File: src/rtl/fpm_pkg.sv
// Shared types and helpers for the fpm_align exponent-alignment controller.
package fpm_pkg;

    localparam int unsigned ABS_W = 32;

    typedef enum logic [1:0] {
        IDLE  = 2'd0,
        CALC  = 2'd1,
        SHIFT = 2'd2,
        DONE  = 2'd3
    } fpm_state_e;

    // Magnitude of a sign-extended exponent difference.
    function automatic logic [ABS_W-1:0] abs_diff(input logic signed [ABS_W-1:0] d);
        return d[ABS_W-1] ? ABS_W'(-d) : ABS_W'(d);
    endfunction

    // The shift counter must be able to hold any difference below MANT_W.
    function automatic bit cnt_w_ok(input int unsigned cnt_w, input int unsigned mant_w);
        return (cnt_w < 32) && ((64'(1) << cnt_w) > 64'(mant_w));
    endfunction

endpackage

File: src/rtl/fpm_align_if.sv
// Handshake/result bundle between the exponent path, fpm_align and the mantissa shifters.
interface fpm_align_if #(
    parameter int unsigned EXP_W = 8,
    parameter int unsigned CNT_W = 6
);
    logic             clr;
    logic             start;
    logic [EXP_W-1:0] exp_t;
    logic [EXP_W-1:0] exp_c;
    logic             shift_rdy;
    logic             shift_out;
    logic             disc_nz;
    logic             busy;
    logic             shift_t;
    logic             shift_c;
    logic             g;
    logic             wdt;
    logic             wt;
    logic             wc;
    logic             sticky;
    logic [CNT_W-1:0] cnt;
    logic             done;

    modport master (
        output clr, start, exp_t, exp_c, shift_rdy, shift_out, disc_nz,
        input  busy, shift_t, shift_c, g, wdt, wt, wc, sticky, cnt, done
    );

    modport slave (
        input  clr, start, exp_t, exp_c, shift_rdy, shift_out, disc_nz,
        output busy, shift_t, shift_c, g, wdt, wt, wc, sticky, cnt, done
    );
endinterface

File: src/rtl/fpm_shcnt.sv
// Loadable down-counter for remaining alignment shifts; saturates at zero.
module fpm_shcnt #(
    parameter int unsigned CNT_W = 6
) (
    input  logic             i_clk,
    input  logic             i_rst_n,
    input  logic             i_clr,
    input  logic             i_load,
    input  logic [CNT_W-1:0] i_load_val,
    input  logic             i_en,
    output logic [CNT_W-1:0] o_cnt,
    output logic             o_one_c
);
    logic [CNT_W-1:0] r_cnt;

    always_ff @(posedge i_clk or negedge i_rst_n) begin
        if (!i_rst_n) begin
            r_cnt <= '0;
        end else if (i_clr) begin
            r_cnt <= '0;
        end else if (i_load) begin
            r_cnt <= i_load_val;
        end else if (i_en && (r_cnt != '0)) begin
            r_cnt <= r_cnt - CNT_W'(1);
        end
    end

    assign o_cnt   = r_cnt;
    assign o_one_c = (r_cnt == CNT_W'(1));
endmodule

File: src/rtl/fpm_align.sv
// Exponent-alignment controller: picks the operand to denormalise and paces its right shifts.
// Optional build macro FPM_ALIGN_STICKY_EN enables sticky accumulation (otherwise sticky stays 0).
module fpm_align
    import fpm_pkg::*;
#(
    parameter int unsigned EXP_W  = 8,
    parameter int unsigned MANT_W = 40,
    parameter int unsigned CNT_W  = 6
) (
    input  logic        clk_sys,
    input  logic        _0_f_n,
    fpm_align_if.slave  bus
);
    localparam int unsigned DIFF_W = EXP_W + 1;

`ifdef FPM_ALIGN_STICKY_EN
    localparam bit STICKY_EN = 1'b1;
`else
    localparam bit STICKY_EN = 1'b0;
`endif

    if (!cnt_w_ok(CNT_W, MANT_W) || (EXP_W >= ABS_W - 1)) begin : g_cfg_err
        $error("fpm_align: CNT_W too narrow for MANT_W or EXP_W too wide");
    end

    fpm_state_e               r_state;
    logic signed [DIFF_W-1:0] r_diff;
    logic                     r_busy;
    logic                     r_g;
    logic                     r_wdt;
    logic                     r_wt;
    logic                     r_wc;
    logic                     r_sticky;
    logic                     r_done;

    logic [ABS_W-1:0] w_ad;
    logic             w_neg;
    logic             w_big;
    logic             w_zero;
    logic             w_load;
    logic             w_en;
    logic             w_one;
    logic [CNT_W-1:0] w_cnt;

    assign w_neg  = r_diff[DIFF_W-1];
    assign w_ad   = abs_diff(ABS_W'(r_diff));
    assign w_big  = (w_ad >= ABS_W'(MANT_W));
    assign w_zero = (w_ad == '0);
    assign w_load = (r_state == CALC) && !w_big && !w_zero;
    assign w_en   = (r_state == SHIFT) && bus.shift_rdy;

    fpm_shcnt #(.CNT_W(CNT_W)) u_shcnt (
        .i_clk      (clk_sys),
        .i_rst_n    (_0_f_n),
        .i_clr      (bus.clr),
        .i_load     (w_load),
        .i_load_val (CNT_W'(w_ad)),
        .i_en       (w_en),
        .o_cnt      (w_cnt),
        .o_one_c    (w_one)
    );

    // Control FSM; result flags hold from CALC until the next start or clr.
    always_ff @(posedge clk_sys or negedge _0_f_n) begin
        if (!_0_f_n) begin
            r_state  <= IDLE;
            r_diff   <= '0;
            r_busy   <= 1'b0;
            r_g      <= 1'b0;
            r_wdt    <= 1'b0;
            r_wt     <= 1'b0;
            r_wc     <= 1'b0;
            r_sticky <= 1'b0;
            r_done   <= 1'b0;
        end else if (bus.clr) begin
            r_state  <= IDLE;
            r_busy   <= 1'b0;
            r_g      <= 1'b0;
            r_wdt    <= 1'b0;
            r_wt     <= 1'b0;
            r_wc     <= 1'b0;
            r_sticky <= 1'b0;
            r_done   <= 1'b0;
        end else begin
            r_done <= 1'b0;
            case (r_state)
                IDLE: begin
                    if (bus.start) begin
                        r_diff   <= $signed({bus.exp_t[EXP_W-1], bus.exp_t})
                                  - $signed({bus.exp_c[EXP_W-1], bus.exp_c});
                        r_busy   <= 1'b1;
                        r_g      <= 1'b0;
                        r_wdt    <= 1'b0;
                        r_wt     <= 1'b0;
                        r_wc     <= 1'b0;
                        r_sticky <= 1'b0;
                        r_state  <= CALC;
                    end
                end
                CALC: begin
                    r_wdt <= w_neg;
                    if (w_big) begin
                        r_g      <= 1'b1;
                        r_wt     <= ~w_neg;
                        r_wc     <= w_neg;
                        r_sticky <= STICKY_EN & bus.disc_nz;
                        r_done   <= 1'b1;
                        r_state  <= DONE;
                    end else if (w_zero) begin
                        r_done  <= 1'b1;
                        r_state <= DONE;
                    end else begin
                        r_state <= SHIFT;
                    end
                end
                SHIFT: begin
                    if (bus.shift_rdy) begin
                        r_sticky <= r_sticky | (STICKY_EN & bus.shift_out);
                        if (w_one) begin
                            r_done  <= 1'b1;
                            r_state <= DONE;
                        end
                    end
                end
                DONE: begin
                    r_busy  <= 1'b0;
                    r_state <= IDLE;
                end
                default: r_state <= IDLE;
            endcase
        end
    end

    assign bus.busy    = r_busy;
    assign bus.shift_t = (r_state == SHIFT) & r_wdt & bus.shift_rdy;
    assign bus.shift_c = (r_state == SHIFT) & ~r_wdt & bus.shift_rdy;
    assign bus.g       = r_g;
    assign bus.wdt     = r_wdt;
    assign bus.wt      = r_wt;
    assign bus.wc      = r_wc;
    assign bus.sticky  = r_sticky;
    assign bus.cnt     = w_cnt;
    assign bus.done    = r_done;
endmodule

File: src/flat_wrapper.sv
// flat-port wrapper written by rule: the top's interface ports become plain ports
module fpm_align_flat import fpm_pkg::*;
#(
    parameter int unsigned EXP_W  = 8,
    parameter int unsigned MANT_W = 40,
    parameter int unsigned CNT_W  = 6
)
  (clk_sys, _0_f_n, bus_clr, bus_start, bus_exp_t, bus_exp_c, bus_shift_rdy, bus_shift_out, bus_disc_nz, bus_busy, bus_shift_t, bus_shift_c, bus_g, bus_wdt, bus_wt, bus_wc, bus_sticky, bus_cnt, bus_done);
  fpm_align_if #(.EXP_W(EXP_W), .CNT_W(CNT_W)) bus_i ();
  input  logic clk_sys;
  input  logic _0_f_n;
  input wire logic [$bits(bus_i.clr)-1:0] bus_clr;
  input wire logic [$bits(bus_i.start)-1:0] bus_start;
  input wire logic [$bits(bus_i.exp_t)-1:0] bus_exp_t;
  input wire logic [$bits(bus_i.exp_c)-1:0] bus_exp_c;
  input wire logic [$bits(bus_i.shift_rdy)-1:0] bus_shift_rdy;
  input wire logic [$bits(bus_i.shift_out)-1:0] bus_shift_out;
  input wire logic [$bits(bus_i.disc_nz)-1:0] bus_disc_nz;
  output wire logic [$bits(bus_i.busy)-1:0] bus_busy;
  output wire logic [$bits(bus_i.shift_t)-1:0] bus_shift_t;
  output wire logic [$bits(bus_i.shift_c)-1:0] bus_shift_c;
  output wire logic [$bits(bus_i.g)-1:0] bus_g;
  output wire logic [$bits(bus_i.wdt)-1:0] bus_wdt;
  output wire logic [$bits(bus_i.wt)-1:0] bus_wt;
  output wire logic [$bits(bus_i.wc)-1:0] bus_wc;
  output wire logic [$bits(bus_i.sticky)-1:0] bus_sticky;
  output wire logic [$bits(bus_i.cnt)-1:0] bus_cnt;
  output wire logic [$bits(bus_i.done)-1:0] bus_done;
  assign bus_i.clr = bus_clr;
  assign bus_i.start = bus_start;
  assign bus_i.exp_t = bus_exp_t;
  assign bus_i.exp_c = bus_exp_c;
  assign bus_i.shift_rdy = bus_shift_rdy;
  assign bus_i.shift_out = bus_shift_out;
  assign bus_i.disc_nz = bus_disc_nz;
  assign bus_busy = bus_i.busy;
  assign bus_shift_t = bus_i.shift_t;
  assign bus_shift_c = bus_i.shift_c;
  assign bus_g = bus_i.g;
  assign bus_wdt = bus_i.wdt;
  assign bus_wt = bus_i.wt;
  assign bus_wc = bus_i.wc;
  assign bus_sticky = bus_i.sticky;
  assign bus_cnt = bus_i.cnt;
  assign bus_done = bus_i.done;
  fpm_align #(.EXP_W(EXP_W), .MANT_W(MANT_W), .CNT_W(CNT_W)) u_core (.clk_sys(clk_sys), ._0_f_n(_0_f_n), .bus(bus_i));
endmodule
File: config.mk
export PLATFORM = sky130hd
export DESIGN_NAME = fpm_align_flat
export DESIGN_NICKNAME = d
export VERILOG_FILES = /design/src/rtl/fpm_pkg.sv /design/src/rtl/fpm_align_if.sv /design/src/rtl/fpm_shcnt.sv /design/src/rtl/fpm_align.sv /design/src/flat_wrapper.sv
export SDC_FILE = /design/constraint.sdc
export NUM_CORES = 1
export LEC_CHECK = 0
export ABC_AREA = 1
export CORE_MARGIN = 5
export CORE_UTILIZATION = 52
export DETAILED_ROUTE_END_ITERATION = 6
export GPL_ROUTABILITY_DRIVEN = 1
export GPL_TIMING_DRIVEN = 0
export PLACE_DENSITY = 0.76
export SYNTH_ARGS = -nofsm -noshare
export SYNTH_HDL_FRONTEND = slang
export SYNTH_SLANG_ARGS = --single-unit
File: constraint.sdc
create_clock -name clk_sys -period 2 [get_ports clk_sys]
set_input_delay 0.6 -clock clk_sys [delete_from_list [all_inputs] [get_ports clk_sys]]
set_output_delay 0.6 -clock clk_sys [all_outputs]
set_load 0.01 [all_outputs]
==> Slide: Implementation Results, run 1 <==
Implementation Results

Place
  • Inst Count DP: 353
  • Port Buf Inserts: 34
  • HPWL Detailed: 3318 um

Synth
  • Ys Warns: 0
  • EDFF count, synth: 0
  • Synthesis-stage register bit count: 23
  • Cells after Synth: 271
  • Top_reg_cell synth: dfrtp_1
  • Post-Syn Area: 1921 um^2
  • Synth area leaders: dfrtp_1 30%, nand2_1 16%, ha_1 11%
  • Area leader share: 29.97%

Power and ir drop
  • Sequential power share: 23.9%
  • Sw Pwr: 0.001808 W
  • P_leak: 1.315 nW
  • Cell Pwr Density: 1395 nW/um^2
  • Cell internal pwr: 0.001839 W

Worst setup path
  • Setup Crit Path Kind: input pin to register
  • Crit start category: input pin

Global routing
  • Largest net degree at the start of global routing: 24

Clock tree
  • # hold bufs at CTS: 0
  • Clock sinks: 23

Die
  • IO Count: 38
  • Die Wd: 70.78 um

Routing
  • Detailed Route Iter0 Violations: 49

Final timing
  • FMAX: 511.3 MHz
  • RSZ-0062 raised after global routing: yes
  • Hold Violations, Final: 0
  • Worst rel slew slack: 31.77%
  • Final setup fails: 0
  • Period utilization: 97.78%

Run status
  • Status: completed

Finish
  • Design Area, Final: 2615 um^2
  • Number of flip-flops in the largest register: 9
  • Layout Cells excl Fill: 373
[run 1: kinds of logic (layout without fill, tap and decap cells)]
group           count (synthesis)  after routing  share of synthesized area [%]
flops                          23             23                          29.97
buf+inv                        47            101                          9.772
simple gates                  140            140                          33.68
fa+ha+maj                      18             18                          12.12
xor+xnor                        7              7                          3.192
compound gates                 35             35                          11.08
other cells                     1              1                         0.1953
[run 1: Yosys cell counts (2+ instances only)]
cell      count
inv_2         3
xor2_1        6
nor3_1        4
o21ai_0      16
nand3_1      16
clkbuf_1      2
nand4_1      10
nor2_4        2
nor2_1       16
inv_1        40
a21oi_1       9
dfrtp_1      23
nand2_1      81
nand2_2       6
o211ai_1      2
o22ai_1       2
ha_1         17
[run 1: critical path: stages]
cell and delay, ns:
buf_8 0.09, inv_12 0.03, ha_4 0.15, fa_2 0.38, o211ai_1 0.23, nand2_1 0.11
nand2_1 0.10, a21oi_2 0.06, or2_4 0.25, nand3_2 0.06, o21ai_1 0.06
[run 1: stage by stage]
stage / total power, W / setup slack [ns]
final: 0.003647 / 0.04434
after CTS: 0.003409 / 0.008283
after global placement: 0.002995 / -0.8011
after global routing: 0.004017 / -0.05490
after detailed placement: 0.003044 / -0.8133
after floorplan: 0.002467 / -0.04387
[run 1: worst max-delay path by stage]
stage / from / endpoint / slack, ns / cells after the start
final: bus_exp_t[0] / u_core.r_diff[6] / 0.04 / 11
after global routing: bus_exp_t[0] / u_core.r_diff[6] / -0.05 / 11
after CTS: bus_exp_t[0] / u_core.r_diff[8] / 0.008 / 11
after detailed placement: bus_exp_t[0] / u_core.r_diff[8] / -0.81 / 11
after global placement: bus_exp_t[0] / u_core.r_diff[8] / -0.80 / 11
after floorplan: bus_exp_t[0] / u_core.r_diff[8] / -0.04 / 10
[run 1: layout by cell type (no fill, tap or decap), types with 5 or more instances in the layout]
cell	count
buf_4	17
nand2_1	79
inv_2	8
xor2_1	6
ha_1	11
nor2_1	14
inv_1	34
nand3_1	14
dfrtp_1	23
o21ai_0	13
nand4_1	10
clkdlybuf4s50_1	23
nand2_2	7
a21oi_1	8
ha_4	5
dlygate4sd2_1	6
[run 1: power by group through the flow]
stage	Clock, W	Sequential (W)	Combinational [W]
after global routing	0.000324	0.000901	0.00279
after global placement	0	0.000883	0.00211
after CTS	0.000303	0.000866	0.00224
after floorplan	0	0.000884	0.00158
after detailed placement	0	0.000891	0.00215
final	0.000303	0.000873	0.00247
[run 1: layout make-up]
cell class | count | area [um^2]
Buffer | 4 | 27.53
Clock buffer | 3 | 41.29
Clock inverter | 1 | 5.005
Fill cell | 304 | 991.0
Inverter | 43 | 173.9
Multi-Input combinational cell | 201 | 1282
Sequential cell | 23 | 575.6
Tap cell | 48 | 60.06
Timing Repair Buffer | 50 | 449.2
[run 1: routing by layer]
metal	routed length [um]	part of all wire, %
met4	57	1.3
met1	1894	42
met2	2374	53
met3	156	3.5
met5	0	0
[run 1: what timing repair did]
action	4_1_cts	5_1_grt
pin swaps	8	15
resized	30	26
setup buffers	9	7
setup endpoints to repair	10	21
Figure 1. Signal wires by layer (run 1).
Only two layers are drawn.
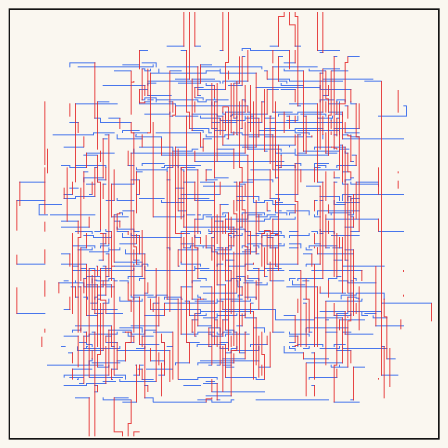
met1: marked blue, wire length 1890 um. met2: marked red, wire length 2370 um.

Figure 2. Zoomed window (run 1).
Window x 41 to 66, y 5 to 30 um. Cells in grey, sequential cells in the stronger grey; small squares are vias.
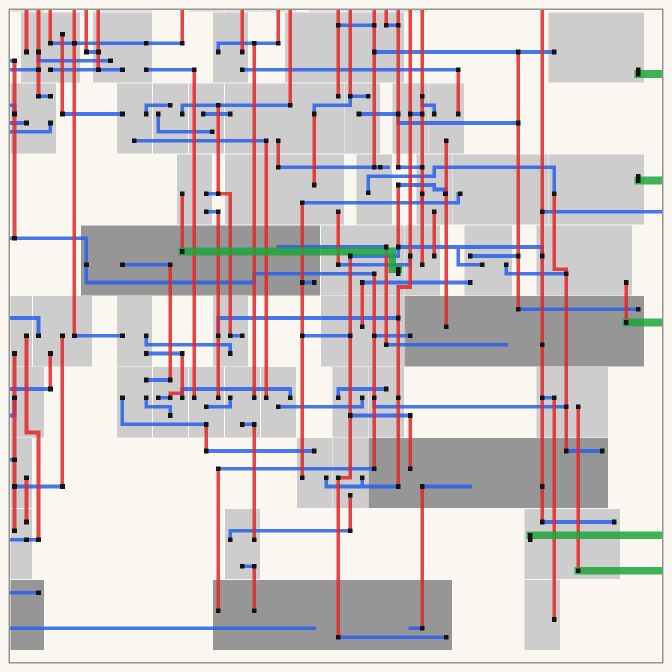
met3: marked green. met1: marked blue. met2: marked red.
45 logic cells have their middle in the window. Netlist names of flops here include u_core.u_shcnt.o_cnt (4). Most frequent: nand2_1 (20), clkdlybuf4s50_1 (5), dfrtp_1 (4). Sequential cells in the window: 4.

Figure 3. Sequential cells grouped by signal name (run 1).
Other sequential cells in the stronger grey, the rest of the logic in the fainter grey.
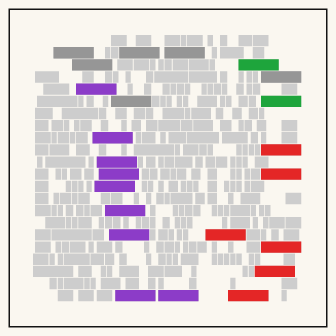
u_core.u_shcnt.o_cnt: marked red, flops 6. u_core.r_diff: marked purple, flops 9. u_core.r_state: marked green, flops 2.
Another 6 sequential cells are not coloured.

Figure 4. Congestion heat map (run 1).
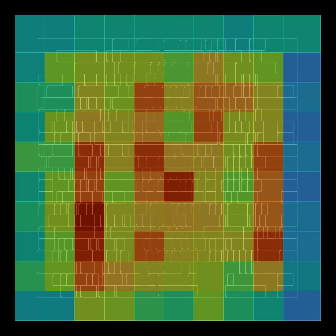

--- run 2 (diff from run 1) ---
--- a/config.mk
+++ b/config.mk
@@ -6,8 +6,10 @@
 export NUM_CORES = 1
 export LEC_CHECK = 0
 export ABC_AREA = 1
+export CELL_PAD_IN_SITES_DETAIL_PLACEMENT = 1
+export CELL_PAD_IN_SITES_GLOBAL_PLACEMENT = 1
 export CORE_MARGIN = 5
-export CORE_UTILIZATION = 52
+export CORE_UTILIZATION = 37
 export DETAILED_ROUTE_END_ITERATION = 6
 export GPL_ROUTABILITY_DRIVEN = 1
 export GPL_TIMING_DRIVEN = 0
Figure 5. Congestion heat map (run 2).
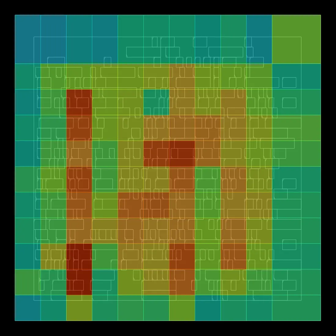
final core utilization: 53.16%
met3 Resource Use GR: 1.864%
GR peak layer: met2
Avg WL per Cell: 14.05 um
gr usage total: 16.87%

Figure 6. Sequential cells grouped by signal name (run 2).
Other sequential cells in the stronger grey, the rest of the logic in the fainter grey.
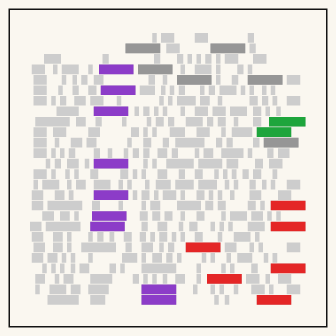
u_core.u_shcnt.o_cnt: marked red, flops 6, where lower right. u_core.r_state: marked green, flops 2. u_core.r_diff: marked purple, flops 9.
Another 6 sequential cells are not coloured.
Seq group: 0.000896 W
Storage cell area: 576.8 um^2
Seq/total area: 21.38%

==> run 2 against run 1 <==
Net effect:
- worst setup slack got worse by 0.0034 ns
- design area is 3.2% higher
- worst hold slack got worse by 0.00072 ns
- clock skew hardly changed
==> Slide: Implementation Results, run 2 <==
Implementation Results

Final timing
  • Post-route setup slack: 0.04092 ns
  • Worst rel slew slack: 26.72%
  • Period utilization: 97.95%
  • FMAX: 510.4 MHz
  • Final setup fails: 0
  • Hold Violations, Final: 0

Place
  • Port Buf Inserts: 34
  • HPWL Detailed: 4006 um
  • Pre-CTS setup slack: -0.8353 ns

Routing
  • Detailed Route Iter0 Violations: 47
  • Vias per cell: 4.960

Synth
  • Synthesis-stage register bit count: 23
  • Post-synthesis mux area share: 0%
  • Area leader share: 29.97%
  • Cells after Synth: 271
  • Comb area leader: simple AND/OR/NAND/NOR gates
  • Ys Warns: 0
  • FA/HA/MAJ Cells, Area Fraction: 12.12%
  • Post-Synth AOI/OAI Area: 11.07%
  • Post-Syn Area: 1921 um^2
  • Simple share: 33.68%
  • Synth top cell by count: nand2_1
  • EDFF count, synth: 0
  • Synth area leaders: dfrtp_1 30%, nand2_1 16%, ha_1 11%
  • Xor/xnor share: 3.192%

Worst setup path
  • Crit path launch: bus_exp_c[6]
  • Setup Crit Path Kind: input pin to register
  • RR Startpoint: u_core.r_diff[2]

Power and ir drop
  • Power, Total: 0.003869 W
  • Sequential power share: 23.2%
  • Sw Pwr: 0.001957 W
  • Cell Pwr Density: 1434 nW/um^2
  • Cell internal pwr: 0.001912 W
  • P_leak: 1.329 nW

Run status
  • Status: completed

Die
  • IO Count: 38

Clock tree
  • # hold bufs at CTS: 0
  • H-tree levels: 1
  • Clock sinks: 23

Finish
  • Number of flip-flops in the largest register: 9
  • Dominant logic cell type in the layout: nand2_1

Global routing
  • Largest net degree at the start of global routing: 24
Figure 7. Zoomed window (run 2).
Window x 49 to 74, y 8 to 33 um. Cells in grey, sequential cells in the stronger grey; small squares are vias.
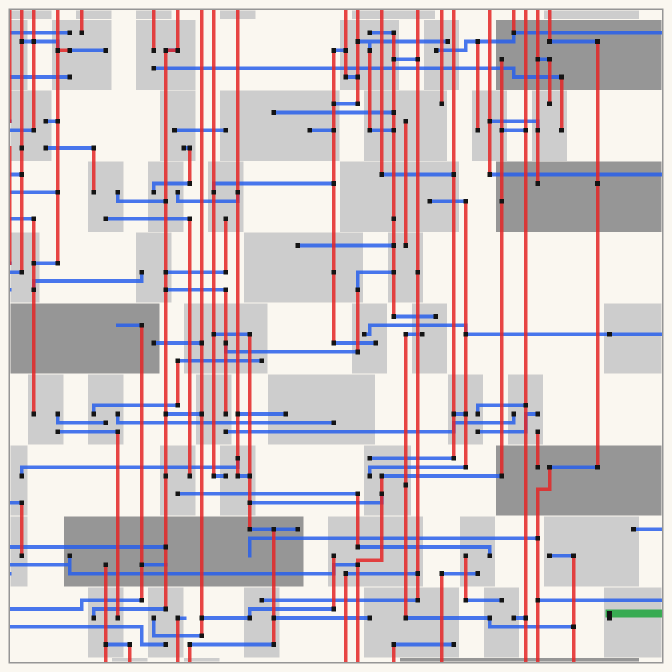
met1: marked blue. met2: marked red. met3: marked green.
Sequential cells in the window: 5. Most frequent: nand2_1 (18), clkdlybuf4s50_1 (5), dfrtp_1 (5). Netlist names of flops here include u_core.u_shcnt.o_cnt (5). 44 logic cells have their middle in the window.

run 2: path summary, 6_finish.rpt:
kind                                            to  depth (start not counted)
max reg2reg                u_core.u_shcnt.o_cnt[5]                         11
min reg2reg                          u_core.bus.wt                          2
max in group asynchronous        u_core.r_state[0]                          1
min                                  u_core.bus.wt                          2
min in group asynchronous  u_core.u_shcnt.o_cnt[1]                          1
max                               u_core.r_diff[7]                          9
run 2: power groups by stage:
stage / combinational [W] / sequential (W) / clock [W]
after floorplan: 0.00158 / 0.000884 / 0
after global placement: 0.00214 / 0.000882 / 0
after detailed placement: 0.00222 / 0.000896 / 0
after CTS: 0.00237 / 0.000878 / 0.000308
after global routing: 0.00299 / 0.000926 / 0.000329
final: 0.00267 / 0.000896 / 0.000301
run 2: kinds of logic after synthesis:
family	Yosys count
and+or+nand+nor	140
buffers and inverters	47
AOI/OAI and AO/OA	35
DFF	23
adders and majority gates	18
xor gates and xnor gates	7
other	1
run 2: cell type report:
class | count | area, um^2
plain buffers | 4 | 28.78
clock buffers | 4 | 45.04
fillers | 662 | 2377
inverters | 43 | 176.4
multi-input cells | 201 | 1316
flip-flops and latches | 23 | 576.8
well taps | 70 | 87.58
repair buffers | 52 | 466.7
run 2: timing repair:
action	in CTS	in global routing
endpoints found under the setup margin	20	21
pin swaps	13	23
resized	34	33
setup buffers	12	7
run 2: worst max-delay path, cell delays in order:
cell and delay [ns]:
clkdlybuf4s50_1 0.45, inv_1 0.04, ha_1 0.29, inv_1 0.10
nor3_2 0.20, nand2_1 0.09, o311ai_2 0.07, xor2_1 0.18
o21ai_0 0.09
run 2: per-layer routing:
layer,wire length (um),track usage (%),vias up
met3,151,1.864,6
met5,0,0,-
met1,2237,18.24,946
met4,70,4.651,0
li1,-,-,983
met2,3116,33.84,34
run 2: through the flow:
| step | cells | hold slack [ns] |
|---|---|---|
| after global placement | 375 | 0.4709 |
| after CTS | 391 | 0.5027 |
| final | 397 | 0.4989 |
| after detailed placement | 375 | 0.4819 |
| after floorplan | 271 | 0.3044 |
| after global routing | 397 | 0.5291 |
Power and IR drop assume default switching activity.
